`src/rtl/cpu_out_capture.sv`:
```
// cpu_out_capture: captures every word emitted on the CPU output port into a
// show-ahead FIFO and drains it over a valid/ready interface. It also keeps a
// saturating count of accepted words and raises a sticky done flag at TARGET.
//
// Ports:
//   clock     rising-edge clock
//   reset     synchronous active-low reset
//   outFlag   CPU output strobe, out valid this cycle
//   out       CPU output word
//   rd_ready  consumer accepts rd_data this cycle
//   rd_valid  FIFO non-empty, rd_data valid
//   rd_data   head-of-FIFO word (show-ahead)
//   count     words accepted since reset (saturating)
//   full      FIFO holds DEPTH words
//   empty     FIFO holds no words
//   overflow  sticky, a word was dropped
//   done      sticky, count reached TARGET
//   checksum  rotate-left-1/XOR signature of accepted words
//             (present only when OUTCAP_CHECKSUM_EN is defined)
//
// Optional feature macro: OUTCAP_CHECKSUM_EN

module cpu_out_capture #(
  parameter int unsigned WIDTH     = 36,
  parameter int unsigned ADDRWIDTH = 4,
  parameter int unsigned CNTWIDTH  = 16,
  parameter int unsigned TARGET    = 667
) (
  input  logic                clock,
  input  logic                reset,
  input  logic                outFlag,
  input  logic [WIDTH-1:0]    out,
  input  logic                rd_ready,
  output logic                rd_valid,
  output logic [WIDTH-1:0]    rd_data,
  output logic [CNTWIDTH-1:0] count,
  output logic                full,
  output logic                empty,
  output logic                overflow,
  output logic                done
`ifdef OUTCAP_CHECKSUM_EN
  ,
  output logic [WIDTH-1:0]    checksum
`endif
);

  localparam int unsigned DEPTH = 2 ** ADDRWIDTH;
  localparam int unsigned PtrW  = ADDRWIDTH + 1;
  localparam logic [CNTWIDTH-1:0] TargetCnt = CNTWIDTH'(TARGET);

  logic [WIDTH-1:0]    mem [DEPTH];
  logic [PtrW-1:0]     wr_ptr_q, rd_ptr_q;
  logic [CNTWIDTH-1:0] count_q;
  logic                overflow_q;
  logic                done_q;
  logic                push, pop;

  // Extra MSB on each pointer distinguishes full from empty when addresses match.
  assign empty    = (wr_ptr_q == rd_ptr_q);
  assign full     = (wr_ptr_q[ADDRWIDTH-1:0] == rd_ptr_q[ADDRWIDTH-1:0]) &&
                    (wr_ptr_q[ADDRWIDTH] != rd_ptr_q[ADDRWIDTH]);
  assign rd_valid = !empty;
  assign rd_data  = mem[rd_ptr_q[ADDRWIDTH-1:0]];

  assign pop  = rd_valid && rd_ready;
  // A pop in the same cycle frees the slot, so a full FIFO can still accept.
  assign push = outFlag && (!full || pop);

  assign count    = count_q;
  assign overflow = overflow_q;
  assign done     = done_q;

  // Storage is deliberately not reset; pointers alone define what is valid.
  always_ff @(posedge clock) begin
    if (push) begin
      mem[wr_ptr_q[ADDRWIDTH-1:0]] <= out;
    end
  end

  always_ff @(posedge clock) begin
    if (!reset) begin
      wr_ptr_q   <= '0;
      rd_ptr_q   <= '0;
      count_q    <= '0;
      overflow_q <= 1'b0;
      done_q     <= 1'b0;
    end else begin
      if (push) begin
        wr_ptr_q <= wr_ptr_q + PtrW'(1);
        if (count_q != '1) begin
          count_q <= count_q + CNTWIDTH'(1);
        end
      end
      if (pop) begin
        rd_ptr_q <= rd_ptr_q + PtrW'(1);
      end
      if (outFlag && full && !pop) begin
        overflow_q <= 1'b1;
      end
      // Registered off count, so done lags the count reaching TARGET by one cycle.
      if (count_q >= TargetCnt) begin
        done_q <= 1'b1;
      end
    end
  end

`ifdef OUTCAP_CHECKSUM_EN
  logic [WIDTH-1:0] checksum_q;

  assign checksum = checksum_q;

  always_ff @(posedge clock) begin
    if (!reset) begin
      checksum_q <= '0;
    end else if (push) begin
      checksum_q <= {checksum_q[WIDTH-2:0], checksum_q[WIDTH-1]} ^ out;
    end
  end
`endif

endmodule

```
`config.mk`:
```
export PLATFORM = sky130hd
export DESIGN_NAME = cpu_out_capture
export DESIGN_NICKNAME = d
export VERILOG_FILES = /design/src/rtl/cpu_out_capture.sv
export SDC_FILE = /design/constraint.sdc
export NUM_CORES = 1
export LEC_CHECK = 0
export CORE_UTILIZATION = 50
export DETAILED_ROUTE_END_ITERATION = 8
export GPL_TIMING_DRIVEN = 0
export PLACE_DENSITY = 0.68
export SKIP_CTS_REPAIR_TIMING = 1
export SLEW_MARGIN = 20
export SYNTH_ARGS = -nofsm -noshare
export SYNTH_HDL_FRONTEND = slang
export SYNTH_SLANG_ARGS = --single-unit
export TNS_END_PERCENT = 5
```
`constraint.sdc`:
```
create_clock -name clock -period 11.9 [get_ports clock]
set_input_delay 1.785 -clock clock [delete_from_list [all_inputs] [get_ports clock]]
set_output_delay 1.785 -clock clock [all_outputs]
set_load 0.005 [all_outputs]
```
### Routing congestion map

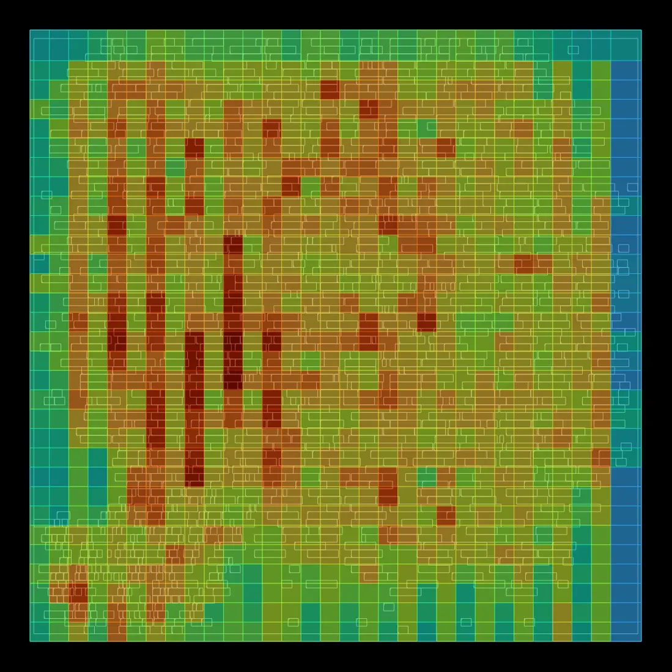
Overall Global Routing Usage: 0.218
met2 Usage GRT: 0.357

### Signal wires by layer

The bar under the picture is 50 µm long.
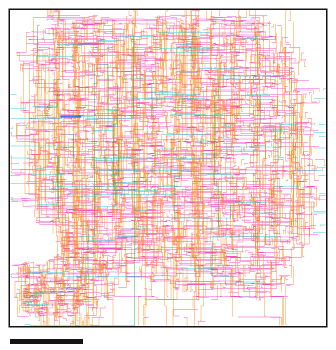
met3 -> cyan  # wire length 2,960 µm
met5 -> blue  # wire length 12.9 µm
met2 -> orange  # wire length 25.2 mm
met1 -> magenta  # wire length 20.9 mm
met4 -> green  # wire length 879 µm
vias: 11.0k
Routed WL: 50,000 µm
drt wl/cell: 27.3 µm

### Routed metal per tile

The bar under the picture is 50 µm long. The die is cut into 22 by 22 equal tiles; dark blue is low, red is high, scaled to the fullest tile. Values are wire area over tile area, all layers added.
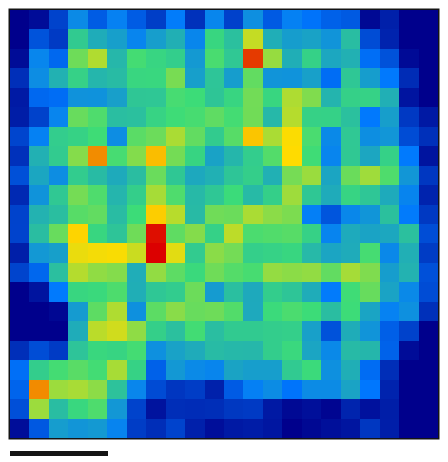
densest ninth of the die = middle
emptiest ninth of the die = bottom right
mean over tiles = 0.17
tiles over half the peak = 25%
nearly empty tiles = 6.4%
fullest tile = 0.46

### Cells colored by class

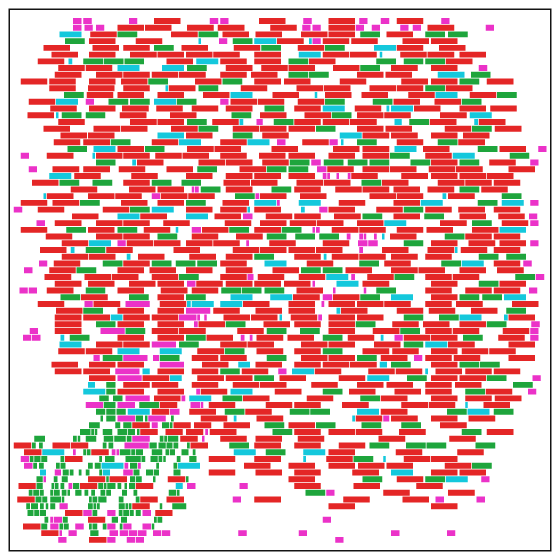
clock drivers and dummy loads -> cyan  # cells 108, share of their area 6.9%
flip-flops -> red  # cells 608, share of their area 67%
other buffers and delay cells -> magenta  # cells 169, share of their area 6.3%
all other logic -> green  # cells 345, share of their area 19%
flop share of the area: 0.655
final core utilization: 0.600

==> results.ini <==
[outcome]
status = complete, no violations

[synth]
yosys_area_mm2 = 0.0233
syn-instance-count = 1005
ys_cells = 1005
ys_seq_share = 0.769
mux_share = 0.175
syn_area_per_cell_um2 = 23.2
synthTopCellsByArea = edfxtp_1 (74%), mux4_2 (17%), dfxtp_1 (2.7%), buf_6 (0.43%), clkbuf_1 (0.37%)
aoi_share = 0.0111
edf_count = 576
syn_area_mm2 = 0.0233
synthSimpleGateAreaFrac = 0.0224
synth_top_cell_by_area = edfxtp_1
common_cells = edfxtp_1 (576), mux4_2 (180), dfxtp_1 (32)
ys_sh_xor = 0.00483
synth_top_flop_cell = edfxtp_1
logic_family = multiplexers
fa_ha_area_frac = 0.00322
top_cell = edfxtp_1
ys_ff = 608
ys_types = 44
synth_top_area_share = 0.742
yosysWarnings = 0

[setup_path]
start_kind = flip-flop
crit_path_end = rd_data[32]
timing.rr.end = mem[5][14]$_DFFE_PP_
max_stage_delay_ns = 0.76
crit_chain = buf_2 > buf_2 > clkbuf_1 > mux4_2 > mux4_2 > clkdlybuf4s50_1
critPathArrivalTime_ns = 3.71
reg2reg_slack_ns = 9.14
crit_fanout = 10
cpLargestDelayFamily = buffers and inverters
cp.depth = 6
path_class = reg2out
r2r_start = rd_ptr_q[4]$_SDFFE_PN0N_
crit_buf_inv = 4
cp_slowest_cell = clkbuf_1
required_ns = 10.12
r2r_cells = 5

[detailed_routing]
highest_layer = met5
dr.first_iter.drc_count = 1084
m1WireLength_um = 20900
wl_met3_um = 2960
dr_wl_met2_um = 25200
dr.pass1.iters = 5
drc = 0
viasPerCell = 6.02

[floorplanning]
num_io_pins = 97
die-area_mm2 = 0.0475
fp_util = 0.510
dieWidth_um = 218
rows = 78
die_h_um = 218

[clock_tree]
clockRootBuffer = clkbuf_16
h-tree-depth = 2
cts_sinks = 608
numCtsBuffers = 59
insertion_delay_ns = 0.61
cts_buffer_depth = 3
cts_tree = yes
clk_pin_slew_ns = 0.06

[power_and_ir_drop]
switching_share = 0.221
p_per_area_mw_per_mm2 = 173
clock_net_power_uw = 1770
clkPwrFrac = 0.374
power_leader = sequential cells
finalPower_uw = 4740
p_sw_uw = 1050
p_seq_frac = 0.501
pg_seq_uw = 2380
power_frac_comb = 0.125
internal_power_uw = 3690
cellLeakagePower_uw = 0.00835
peakVddDrop_mv = 0.122
comb-power_uw = 591

[placement]
postPlaceCellArea_mm2 = 0.0255
dp.final_hpwl_um = 29100
dpl.cell_count = 1722
portBuffers = 95
place_congestion = 0.754
place_ws_ns = 7.05

[flow_run]
cap_violations = 0
warning_count = 29

[global_route]
grt_pass1_wl_um = 73400
grt.busiest_layer = met2
grt.met3_usage = 0.0328
grt_max_degree = 37
antenna_found_initial = 1
grt_pass1_vias = 11300
met1_usage = 0.306
gr-total-overflow = 0

[timing]
setup_tns_ns = 0
slew_headroom = 0.360
hold_viol = 0
rsz0062_at_grt = false
worst_pin_slew_ns = 0.960
fin_ws_ns = 6.41
fin_crit_ns = 5.49
finalClockPeriodUsage = 0.461
fmax_mhz = 182
drv_slew = 0
finalClockSkew_ns = 0.0132

[worst_hold_path]
min_delay_path_depth = 2
min_from = overflow$_SDFFE_PN0P_
hold_path.class = reg2reg

[cells_and_area]
clk_share = 0.0672
largest_class = sequential cells
nets = 1229
drive_gt1_frac = 0.272
logic_area_mm2 = 0.00514
design_area_mm2 = 0.0274
stdcell_count = 1830
lay_top_count = edfxtp_1
flops = 608
logic_gates = 336
final_cell_mix = edfxtp_1 (576), mux4_2 (180), clkdlybuf4s50_1 (95)
areaGrowthSynthToFinish_pct = 17.5
comb_area_frac = 0.188
largest_reg_flops = 576
bufAreaShareNonClock = 0.0615
antennaDiodeCount = 0
nNonClkInverters = 9
seqCellArea_mm2 = 0.0179
fillers = 3193
n_clock_buffer = 72

